Figure 1. Nets reached from selected ports.
The bar under the picture is 50 um long.
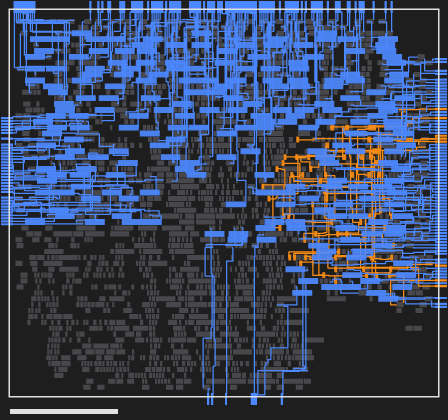
Figure 2. Zoomed window.
The bar under the picture is 10 um long. Region (37, 32) to (62, 57) um. Cells in gray, sequential cells in the stronger gray; small squares are vias.
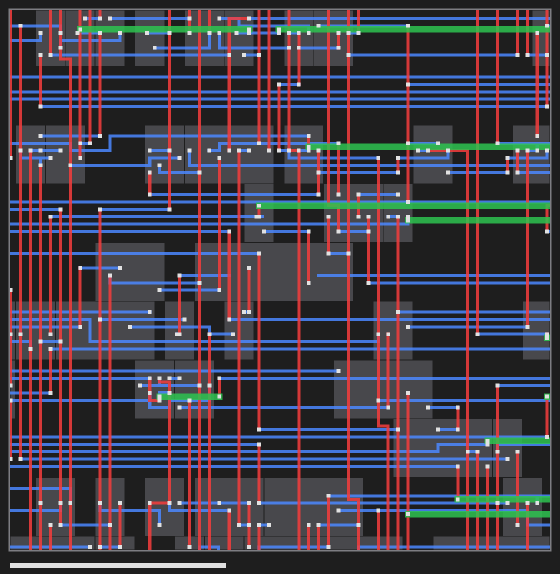
Figure 3. Congestion heat map.
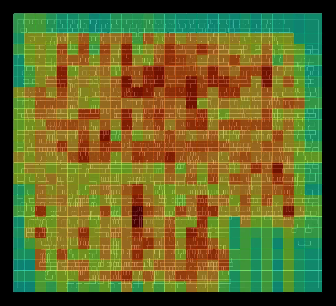
[src/rtl/padded_window_reader.sv]
// Streams 3x3x3 int8 windows (ch4/ch5/ch6) out of three zero-padded (DIM+2)^2 buffers.
// Optional macro WINDOW_REUSE_EN reuses the kx=1,2 taps of the previous column.
module padded_window_reader #(
  parameter int unsigned DIM = 128
) (
  input  logic              clk,
  input  logic              rst,
  input  logic              start,
  output logic              rd_en,
  output logic [14:0]       rd_addr,
  input  logic signed [7:0] rd_data_ch4,
  input  logic signed [7:0] rd_data_ch5,
  input  logic signed [7:0] rd_data_ch6,
  output logic              win_valid,
  input  logic              win_ready,
  output logic [215:0]      win_data,
  output logic [6:0]        win_row,
  output logic [6:0]        win_col,
  output logic              busy,
  output logic              done
);
  localparam logic [14:0] PITCH = 15'(DIM + 2);
  localparam logic [6:0]  LAST  = 7'(DIM - 1);

  typedef enum logic [2:0] {
    IDLE    = 3'd0,
    FETCH   = 3'd1,
    CAPTURE = 3'd2,
    OUT     = 3'd3,
    FIN     = 3'd4
  } state_t;

  state_t      state_q;
  logic [6:0]  row_q, col_q;
  logic [1:0]  ky_q, kx_q;
  logic        cap_en_q;
  logic [3:0]  cap_k_q;
  logic [7:0]  taps_q [27];
  logic        rd_en_q, win_valid_q, busy_q, done_q;
  logic [14:0] rd_addr_q;
  logic [6:0]  nxt_row_d, nxt_col_d;
  logic        reuse_s;

`ifdef WINDOW_REUSE_EN
  assign reuse_s = 1'b1;
`else
  assign reuse_s = 1'b0;
`endif

  function automatic logic [14:0] tap_addr(input logic [6:0] r, input logic [6:0] c,
                                           input logic [1:0] ky, input logic [1:0] kx);
    return (15'(r) + 15'(ky)) * PITCH + 15'(c) + 15'(kx);
  endfunction

  // With reuse, every column but the first only needs its rightmost tap column.
  function automatic logic [1:0] first_kx(input logic reuse, input logic [6:0] c);
    return (reuse && (c != 7'd0)) ? 2'd2 : 2'd0;
  endfunction

  // Raster position that follows the current window.
  always_comb begin
    nxt_row_d = row_q;
    nxt_col_d = col_q;
    if (col_q == LAST) begin
      nxt_row_d = row_q + 7'd1;
      nxt_col_d = 7'd0;
    end else begin
      nxt_row_d = row_q;
      nxt_col_d = col_q + 7'd1;
    end
  end

  // Frame FSM, read issue, delayed tap capture and registered outputs.
  always_ff @(posedge clk or posedge rst) begin
    if (rst) begin
      state_q     <= IDLE;
      row_q       <= 7'd0;
      col_q       <= 7'd0;
      ky_q        <= 2'd0;
      kx_q        <= 2'd0;
      cap_en_q    <= 1'b0;
      cap_k_q     <= 4'd0;
      rd_en_q     <= 1'b0;
      rd_addr_q   <= 15'd0;
      win_valid_q <= 1'b0;
      busy_q      <= 1'b0;
      done_q      <= 1'b0;
      for (int i = 0; i < 27; i++) begin
        taps_q[i] <= 8'd0;
      end
    end else begin
      cap_en_q <= rd_en_q;
      cap_k_q  <= 4'(ky_q) * 4'd3 + 4'(kx_q);
      done_q   <= 1'b0;
      if (cap_en_q) begin
        taps_q[5'(cap_k_q)]          <= rd_data_ch4;
        taps_q[5'(cap_k_q) + 5'd9]   <= rd_data_ch5;
        taps_q[5'(cap_k_q) + 5'd18]  <= rd_data_ch6;
      end
      case (state_q)
        IDLE: begin
          if (start) begin
            row_q     <= 7'd0;
            col_q     <= 7'd0;
            busy_q    <= 1'b1;
            ky_q      <= 2'd0;
            kx_q      <= 2'd0;
            rd_en_q   <= 1'b1;
            rd_addr_q <= tap_addr(7'd0, 7'd0, 2'd0, 2'd0);
            state_q   <= FETCH;
          end
        end
        FETCH: begin
          if (ky_q == 2'd2 && kx_q == 2'd2) begin
            rd_en_q <= 1'b0;
            state_q <= CAPTURE;
          end else if (kx_q == 2'd2) begin
            ky_q      <= ky_q + 2'd1;
            kx_q      <= first_kx(reuse_s, col_q);
            rd_addr_q <= tap_addr(row_q, col_q, ky_q + 2'd1, first_kx(reuse_s, col_q));
          end else begin
            kx_q      <= kx_q + 2'd1;
            rd_addr_q <= tap_addr(row_q, col_q, ky_q, kx_q + 2'd1);
          end
        end
        CAPTURE: begin
          win_valid_q <= 1'b1;
          state_q     <= OUT;
        end
        OUT: begin
          if (win_ready) begin
            win_valid_q <= 1'b0;
            if (row_q == LAST && col_q == LAST) begin
              row_q   <= 7'd0;
              col_q   <= 7'd0;
              busy_q  <= 1'b0;
              done_q  <= 1'b1;
              state_q <= FIN;
            end else begin
              row_q     <= nxt_row_d;
              col_q     <= nxt_col_d;
              ky_q      <= 2'd0;
              kx_q      <= first_kx(reuse_s, nxt_col_d);
              rd_en_q   <= 1'b1;
              rd_addr_q <= tap_addr(nxt_row_d, nxt_col_d, 2'd0, first_kx(reuse_s, nxt_col_d));
              state_q   <= FETCH;
`ifdef WINDOW_REUSE_EN
              // Slide every (ch,ky) row of taps one column left; kx=2 is refetched.
              if (nxt_col_d != 7'd0) begin
                for (int t = 0; t < 9; t++) begin
                  taps_q[5'(t * 3)]     <= taps_q[5'(t * 3 + 1)];
                  taps_q[5'(t * 3 + 1)] <= taps_q[5'(t * 3 + 2)];
                end
              end
`endif
            end
          end
        end
        FIN: begin
          state_q <= IDLE;
        end
        default: begin
          state_q <= IDLE;
        end
      endcase
    end
  end

  for (genvar g = 0; g < 27; g++) begin : g_win
    assign win_data[g*8 +: 8] = taps_q[g];
  end

  assign rd_en     = rd_en_q;
  assign rd_addr   = rd_addr_q;
  assign win_valid = win_valid_q;
  assign win_row   = row_q;
  assign win_col   = col_q;
  assign busy      = busy_q;
  assign done      = done_q;
endmodule

[config.mk]
export PLATFORM = sky130hd
export DESIGN_NAME = padded_window_reader
export DESIGN_NICKNAME = d
export VERILOG_FILES = /design/src/rtl/padded_window_reader.sv
export SDC_FILE = /design/constraint.sdc
export NUM_CORES = 1
export LEC_CHECK = 0
export ABC_AREA = 1
export CORE_ASPECT_RATIO = 0.9
export CORE_MARGIN = 2
export CORE_UTILIZATION = 45
export CTS_CLUSTER_DIAMETER = 100
export DETAILED_ROUTE_END_ITERATION = 6
export PLACE_DENSITY = 0.69
export SYNTH_ARGS = -nofsm -noshare
export SYNTH_HDL_FRONTEND = slang
export SYNTH_SLANG_ARGS = --single-unit
[constraint.sdc]
create_clock -name clk -period 11.29 [get_ports clk]
set_clock_uncertainty 0.15 [all_clocks]
set_input_delay 2.8225 -clock clk [delete_from_list [all_inputs] [get_ports clk]]
set_output_delay 2.8225 -clock clk [all_outputs]
set_load 0.01 [all_outputs]
==> Implementation_results.wiki <==
== Implementation results ==
{| class="wikitable"
! Metric !! Value
|-
| Proportion of power drawn by combinational gates || 0.429
|-
| Critical-path top delay cell || sky130_fd_sc_hd__dfrtp_1
|-
| WHS Path Cells || 0
|-
| FFs w/ async S/R, synth || 1.00
|-
| Count of buffering cells on the critical path with inverters included || 1
|-
| Clock network latency to the later pin of the worst-skew pair || 0.55 ns
|-
| Floorplan Nets || about 1800
|-
| Overall routed net length || 54600 um
|-
| Launching point of the worst reg2reg path || win_col[0]
|-
| Chip Area, Yosys || roughly 15000 um2
|-
| Final hold vios || 0
|-
| Number of vias after detailed routing || about 15000
|-
| Max Cap Violations || 0
|-
| I/O pins || approximately 280
|-
| Place WS || 6.10 ns
|-
| Post-layout instance area || 19200 um2
|-
| Clock share of power || 0.223
|-
| Largest Pwr Group || combinational cells
|-
| Sequence of cells on the critical path || clkdlybuf4s50_1
|-
| Crit path DAT || 1.99 ns
|-
| Log Warnings || 31
|-
| Power dissipated in combinational cells || 1.89 mW
|-
| Clock buffer count from CTS || 30
|-
| Proportion of cell area spent on the clock network || 0.0507
|-
| Largest incremental delay on the critical path || 0.77 ns
|-
| Worst min-delay path startpoint || rd_en
|-
| Flops after synth || around 260
|-
| Distinct cell type count after synthesis || 51
|-
| Average via count per standard cell || 5.99
|-
| Flops || roughly 260
|-
| Total cells reported by yosys after synthesis || 1757
|-
| Critical Path Source Type || flip-flop
|-
| Overall Power || 4.40 mW
|-
| Number of antenna-violating nets in the routed design || 0
|-
| Number of instances in the synthesized netlist || about 1800
|-
| Area inside the core boundary || ~33000 um2
|-
| Most common cell after layout, fill and taps aside || sky130_fd_sc_hd__nand2_1
|-
| R2r setup slk || a little under 7 ns
|-
| Main logic family after synthesis || simple AND/OR/NAND/NOR gates
|-
| Sequential cell power || 1.53 mW
|-
| Top area contributor share || 0.431
|-
| Area fraction in and, or, nand and nor cells after synthesis || 0.196
|-
| Part of the cycle the worst path needs || 0.439
|-
| Data required, critical path || about 8.3 ns
|-
| Adder-cell share of the synthesized area || 0.0537
|-
| Cell with the most instances after synthesis || sky130_fd_sc_hd__nand2_1
|-
| Final-stage net count || approximately 2100
|-
| Outcome || finished, final reports clean
|-
| Largest contributor to cell area by class || combinational gates
|-
| Post-CTS setup buffer count || 0
|-
| Largest fanout of any net on the critical path || 17
|-
| Number of clock-tree buffers in the layout || around 43
|-
| Mapped cell area || 15100 um2
|-
| Worst hold slack across all endpoints || 0.337 ns
|-
| TNS Setup || 0 ns
|-
| Slew of the pin with the lowest slew margin || approximately 1.0 ns
|-
| Initial Utilization || 0.458
|-
| Most frequent cells after synthesis || sky130_fd_sc_hd__nand2_1 (308), sky130_fd_sc_hd__dfrtp_1 (261), sky130_fd_sc_hd__nor2_1 (174), sky130_fd_sc_hd__inv_1 (163), sky130_fd_sc_hd__nand3_1 (118)
|-
| Count of final setup violators || 0
|-
| Unrepaired setup endpoints after global routing || no
|-
| Leading cell types in the layout, fill and taps excluded || sky130_fd_sc_hd__nand2_1 (308), sky130_fd_sc_hd__clkdlybuf4s50_1 (276), sky130_fd_sc_hd__dfrtp_1 (261)
|-
| Maximum achievable frequency || just over 200 MHz
|-
| Vertical die dimension || between 150 and 200 um
|-
| Count of inverters not on the clock network in the layout || 176
|-
| Launch point of the critical path || win_row[2]
|-
| Drc violations || 0
|-
| Capturing element type of the critical path || output port
|-
| Clock tree from TritonCTS || built
|-
| RePlAce Congestion || 0.923
|-
| Number of warning messages in the yosys log || 0
|-
| Power consumed by the clock network || 0.983 mW
|}
About Figure 1:
| color | port | bits | direction | end cells | buffers | wire |
|---|---|---|---|---|---|---|
| orange | rd_data_ch6 | 8 | input | 64 | 8 | 1710 um |
| blue | win_data | 216 | output | 216 | 216 | 10400 um |

About Figure 2:
| color | layer |
|---|---|
| green | M3 |
| blue | M1 |
| red | M2 |
sequential cells in the window: 0
cells with their middle in the window: 37
most frequent: nand3_1 (9), inv_1 (6), nand2_1 (6)

About Figure 3:
utilization after layout: 0.580
GR Util All Layers: 0.305
met3 Track Usage GR: 0.0567
GRT met2 Usage: 0.449
met1 layer usage reported by global route: 0.456

-- routing by layer --
metal  part of all wire  vias to the layer above  global-route usage
li1                   -                     6573                   -
met1               0.44                     7139               0.456
met2               0.43                      842               0.449
met3               0.11                      104              0.0567
met4              0.032                        0              0.0937
met5                  0                        -                   0
-- how the worst max path moves through the flow --
stage / to / slack, ns / cells after the start
3_5_place_dp: rd_addr[12] / 6.10 / 9
5_1_grt: win_row[2] / 6.29 / 1
3_3_place_gp: rd_addr[12] / 6.11 / 9
4_1_cts: win_row[2] / 6.33 / 1
2_1_floorplan: busy / 1.13 / 1
6_report: win_row[2] / 6.33 / 1
-- sequential cells by signal, summed over array words and instances, names as in the netlist, 2 cells and up --
signal,cells
rd_addr,15
win_data,216
cap_k_q,4
win_row,7
state_q,3
win_col,7
kx_q,2
ky_q,2
No activity file was given, so power comes from the tool's default toggle rates.
